Fig. 1: sizing map
The bar under the picture is 20 um long.
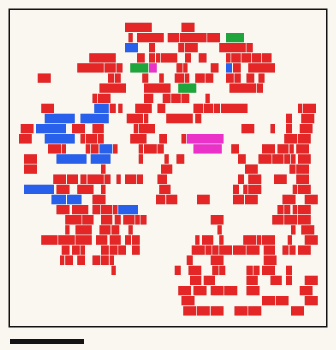
Fig. 2: wiring by layer
The bar under the picture is 20 um long.
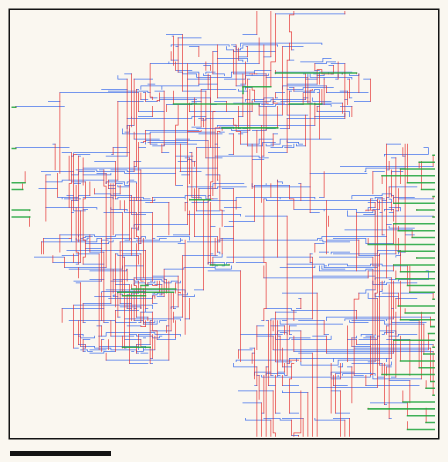
Fig. 3: placed standard cells
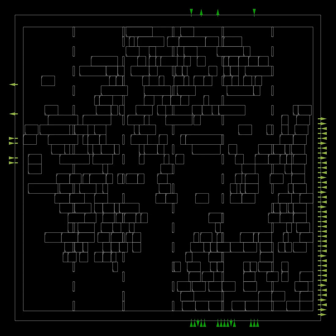
File: config.mk
export PLATFORM = sky130hd
export DESIGN_NAME = fifo_write_arbiter
export DESIGN_NICKNAME = d
export VERILOG_FILES = /design/src/rtl/fifo_arb_pkg.sv /design/src/rtl/fifo_arb_rr_pick.sv /design/src/rtl/fifo_write_arbiter.sv
export SDC_FILE = /design/constraint.sdc
export NUM_CORES = 1
export LEC_CHECK = 0
export CAP_MARGIN = 20
export CELL_PAD_IN_SITES_DETAIL_PLACEMENT = 0
export CELL_PAD_IN_SITES_GLOBAL_PLACEMENT = 2
export CORE_MARGIN = 2
export CORE_UTILIZATION = 26
export CTS_CLUSTER_DIAMETER = 120
export CTS_CLUSTER_SIZE = 28
export DETAILED_ROUTE_END_ITERATION = 6
export HOLD_SLACK_MARGIN = 0.1
export PLACE_DENSITY_LB_ADDON = 0.3
export REMOVE_ABC_BUFFERS = 1
export SETUP_SLACK_MARGIN = 0.3
export SLEW_MARGIN = 30
export SYNTH_ARGS = -nofsm -noshare
export SYNTH_HDL_FRONTEND = slang
export SYNTH_SLANG_ARGS = --single-unit
File: constraint.sdc
create_clock -name clock -period 7.7 [get_ports clock]
set_clock_uncertainty 0.1 [all_clocks]
set_input_delay 0.77 -clock clock [delete_from_list [all_inputs] [get_ports clock]]
set_output_delay 0.77 -clock clock [all_outputs]
set_load 0.05 [all_outputs]
File: src/rtl/fifo_arb_pkg.sv
// fifo_arb_pkg: shared types and helpers for the fifo write arbiter.
// Contents: state enum, stat/beat counter widths, idx_w() index width.
package fifo_arb_pkg;

    typedef enum logic {
        ARB_IDLE  = 1'b0,
        ARB_BURST = 1'b1
    } arb_state_t;

    localparam int STAT_W = 16;
    localparam int BEAT_W = 8;

    // Index width for n requesters, never below one bit.
    function automatic int idx_w(input int n);
        return (n > 1) ? $clog2(n) : 1;
    endfunction

endpackage

File: src/rtl/fifo_arb_rr_pick.sv
// fifo_arb_rr_pick: rotating-priority encoder, search starts at rr_ptr.
// Ports: req (in), rr_ptr (in), grant one-hot / idx / any (out).
module fifo_arb_rr_pick
    import fifo_arb_pkg::*;
#(
    parameter int NUM_REQ = 4,
    parameter int IW      = idx_w(NUM_REQ)
) (
    input  logic [NUM_REQ-1:0] req,
    input  logic [IW-1:0]      rr_ptr,
    output logic [NUM_REQ-1:0] grant,
    output logic [IW-1:0]      idx,
    output logic               any
);

    localparam logic [IW:0] NR = (IW+1)'(NUM_REQ);

    logic [IW:0] pos;

    always_comb begin
        grant = '0;
        idx   = '0;
        any   = 1'b0;
        pos   = '0;
        for (int k = 0; k < NUM_REQ; k++) begin
            // One extra bit so rr_ptr + k cannot overflow before the wrap.
            pos = {1'b0, rr_ptr} + (IW+1)'(k);
            if (pos >= NR) begin
                pos = pos - NR;
            end
            if (!any && req[pos[IW-1:0]]) begin
                any                = 1'b1;
                grant[pos[IW-1:0]] = 1'b1;
                idx                = pos[IW-1:0];
            end
        end
    end

endmodule

File: src/rtl/fifo_write_arbiter.sv
// fifo_write_arbiter: round-robin sharing of one fifo write port, burst lock.
// Ports: clock, reset, req, req_data, ack, fifo_write, fifo_datain,
//   fifo_full, owner, locked; stat_grants/stat_stalls with FIFO_ARB_STATS_EN.
module fifo_write_arbiter
    import fifo_arb_pkg::*;
#(
    parameter int DATA_W    = 10,
    parameter int NUM_REQ   = 4,
    parameter int MAX_BURST = 4
) (
    input  logic                        clock,
    input  logic                        reset,
    input  logic [NUM_REQ-1:0]          req,
    input  logic [NUM_REQ*DATA_W-1:0]   req_data,
    output logic [NUM_REQ-1:0]          ack,
    output logic                        fifo_write,
    output logic [DATA_W-1:0]           fifo_datain,
    input  logic                        fifo_full,
    output logic [idx_w(NUM_REQ)-1:0]   owner,
    output logic                        locked
`ifdef FIFO_ARB_STATS_EN
    ,
    output logic [NUM_REQ*STAT_W-1:0]   stat_grants,
    output logic [STAT_W-1:0]           stat_stalls
`endif
);

    localparam int IW = idx_w(NUM_REQ);
    localparam logic [IW-1:0] LAST = IW'(NUM_REQ - 1);
    localparam logic [BEAT_W-1:0] LAST_BEAT = BEAT_W'(MAX_BURST - 1);

    arb_state_t         state;
    logic [IW-1:0]      rr_ptr;
    logic [BEAT_W-1:0]  beat_cnt;
    logic [NUM_REQ-1:0] pick_grant;
    logic [NUM_REQ-1:0] grant;
    logic [IW-1:0]      pick_idx;
    logic [IW-1:0]      win;
    logic               pick_any;

    function automatic logic [IW-1:0] next_idx(input logic [IW-1:0] i);
        return (i == LAST) ? '0 : i + 1'b1;
    endfunction

    fifo_arb_rr_pick #(
        .NUM_REQ (NUM_REQ),
        .IW      (IW)
    ) u_pick (
        .req    (req),
        .rr_ptr (rr_ptr),
        .grant  (pick_grant),
        .idx    (pick_idx),
        .any    (pick_any)
    );

    // During a burst only the owner is eligible; nothing is granted in reset.
    always_comb begin
        grant = '0;
        win   = owner;
        if (!reset) begin
            if (state == ARB_BURST) begin
                if (req[owner]) begin
                    grant[owner] = 1'b1;
                end
            end else if (pick_any) begin
                grant = pick_grant;
                win   = pick_idx;
            end
        end
    end

    assign ack        = fifo_full ? '0 : grant;
    assign fifo_write = |ack;
    assign locked     = (state == ARB_BURST);

    always_comb begin
        fifo_datain = '0;
        for (int i = 0; i < NUM_REQ; i++) begin
            if (grant[i]) begin
                fifo_datain = req_data[i*DATA_W +: DATA_W];
            end
        end
    end

    always_ff @(posedge clock) begin
        if (reset) begin
            state    <= ARB_IDLE;
            rr_ptr   <= '0;
            owner    <= '0;
            beat_cnt <= '0;
        end else begin
            case (state)
                ARB_IDLE: begin
                    if (fifo_write) begin
                        owner    <= win;
                        beat_cnt <= BEAT_W'(1);
                        if (MAX_BURST == 1) begin
                            rr_ptr <= next_idx(win);
                        end else begin
                            state <= ARB_BURST;
                        end
                    end
                end
                ARB_BURST: begin
                    // A dropped request releases the lock even while full.
                    if (!req[owner]) begin
                        state  <= ARB_IDLE;
                        rr_ptr <= next_idx(owner);
                    end else if (fifo_write) begin
                        beat_cnt <= beat_cnt + 1'b1;
                        if (beat_cnt == LAST_BEAT) begin
                            state  <= ARB_IDLE;
                            rr_ptr <= next_idx(owner);
                        end
                    end
                end
                default: state <= ARB_IDLE;
            endcase
        end
    end

`ifdef FIFO_ARB_STATS_EN
    always_ff @(posedge clock) begin
        if (reset) begin
            stat_grants <= '0;
            stat_stalls <= '0;
        end else begin
            for (int i = 0; i < NUM_REQ; i++) begin
                if (ack[i] && stat_grants[i*STAT_W +: STAT_W] != '1) begin
                    stat_grants[i*STAT_W +: STAT_W] <=
                        stat_grants[i*STAT_W +: STAT_W] + 1'b1;
                end
            end
            if (|req && fifo_full && stat_stalls != '1) begin
                stat_stalls <= stat_stalls + 1'b1;
            end
        end
    end
`endif

endmodule

==> PnR_summary.wiki <==
== Run summary ==
{| class="wikitable"
! Metric !! Value
|-
| Area overhead of the layout relative to synthesis || 41.7%
|-
| Peak supply drop || 0.000135 V
|-
| Net switching power figure || 234 uW
|-
| Sw frac || 0.503
|-
| Clock net power || 62.8 uW
|-
| Post-synthesis mux area share || 0.121
|-
| Total length of routed met3 wires || 311 um
|-
| Class of the most critical setup path || reg -> out
|-
| Final cell count without fillers || 347
|-
| Total Neg Setup Slack || 0 ps
|-
| Final number of hold-violating endpoints || 0
|-
| Final number of max-transition violations || 0
|-
| Number of instances in the synthesized netlist || 217
|-
| Total power after layout || 465 uW
|-
| Post-synthesis async set-or-reset flop share || 0
|-
| Most frequent standard cell in the layout excluding fill and tap cells || sky130_fd_sc_hd__clkdlybuf4s50_1
|-
| MI comb area || 1340 sq um
|-
| Seq power || 87.0 uW
|-
| Fin area || 2410 sq um
|-
| # resized after CTS || 0
|-
| Area post-placement || 2370 sq um
|-
| Biggest register || beat_cnt
|-
| Relative contribution of combinational cells to total power || 0.678
|-
| Result of the run || completed
|-
| Post-CTS Setup Inserts || 0
|-
| Detailed-routed wire length on met2 || 2460 um
|-
| H-tree levels || 1
|}
About Fig. 1:
color	size	cells
magenta	_3 and _4 cells	3
red	_0 and _1 cells	250
green	_6 and larger	3
blue	_2 cells	14

About Fig. 2:
color	layer	wire length
red	metal 2	2460 um
green	metal 3	311 um
blue	metal 1	2710 um

About Fig. 3:
post-route core utilization: 0.380
Seq/total area: 0.108
placeable core region: 6350 sq um

Power is estimated from default activity; no workload was simulated.
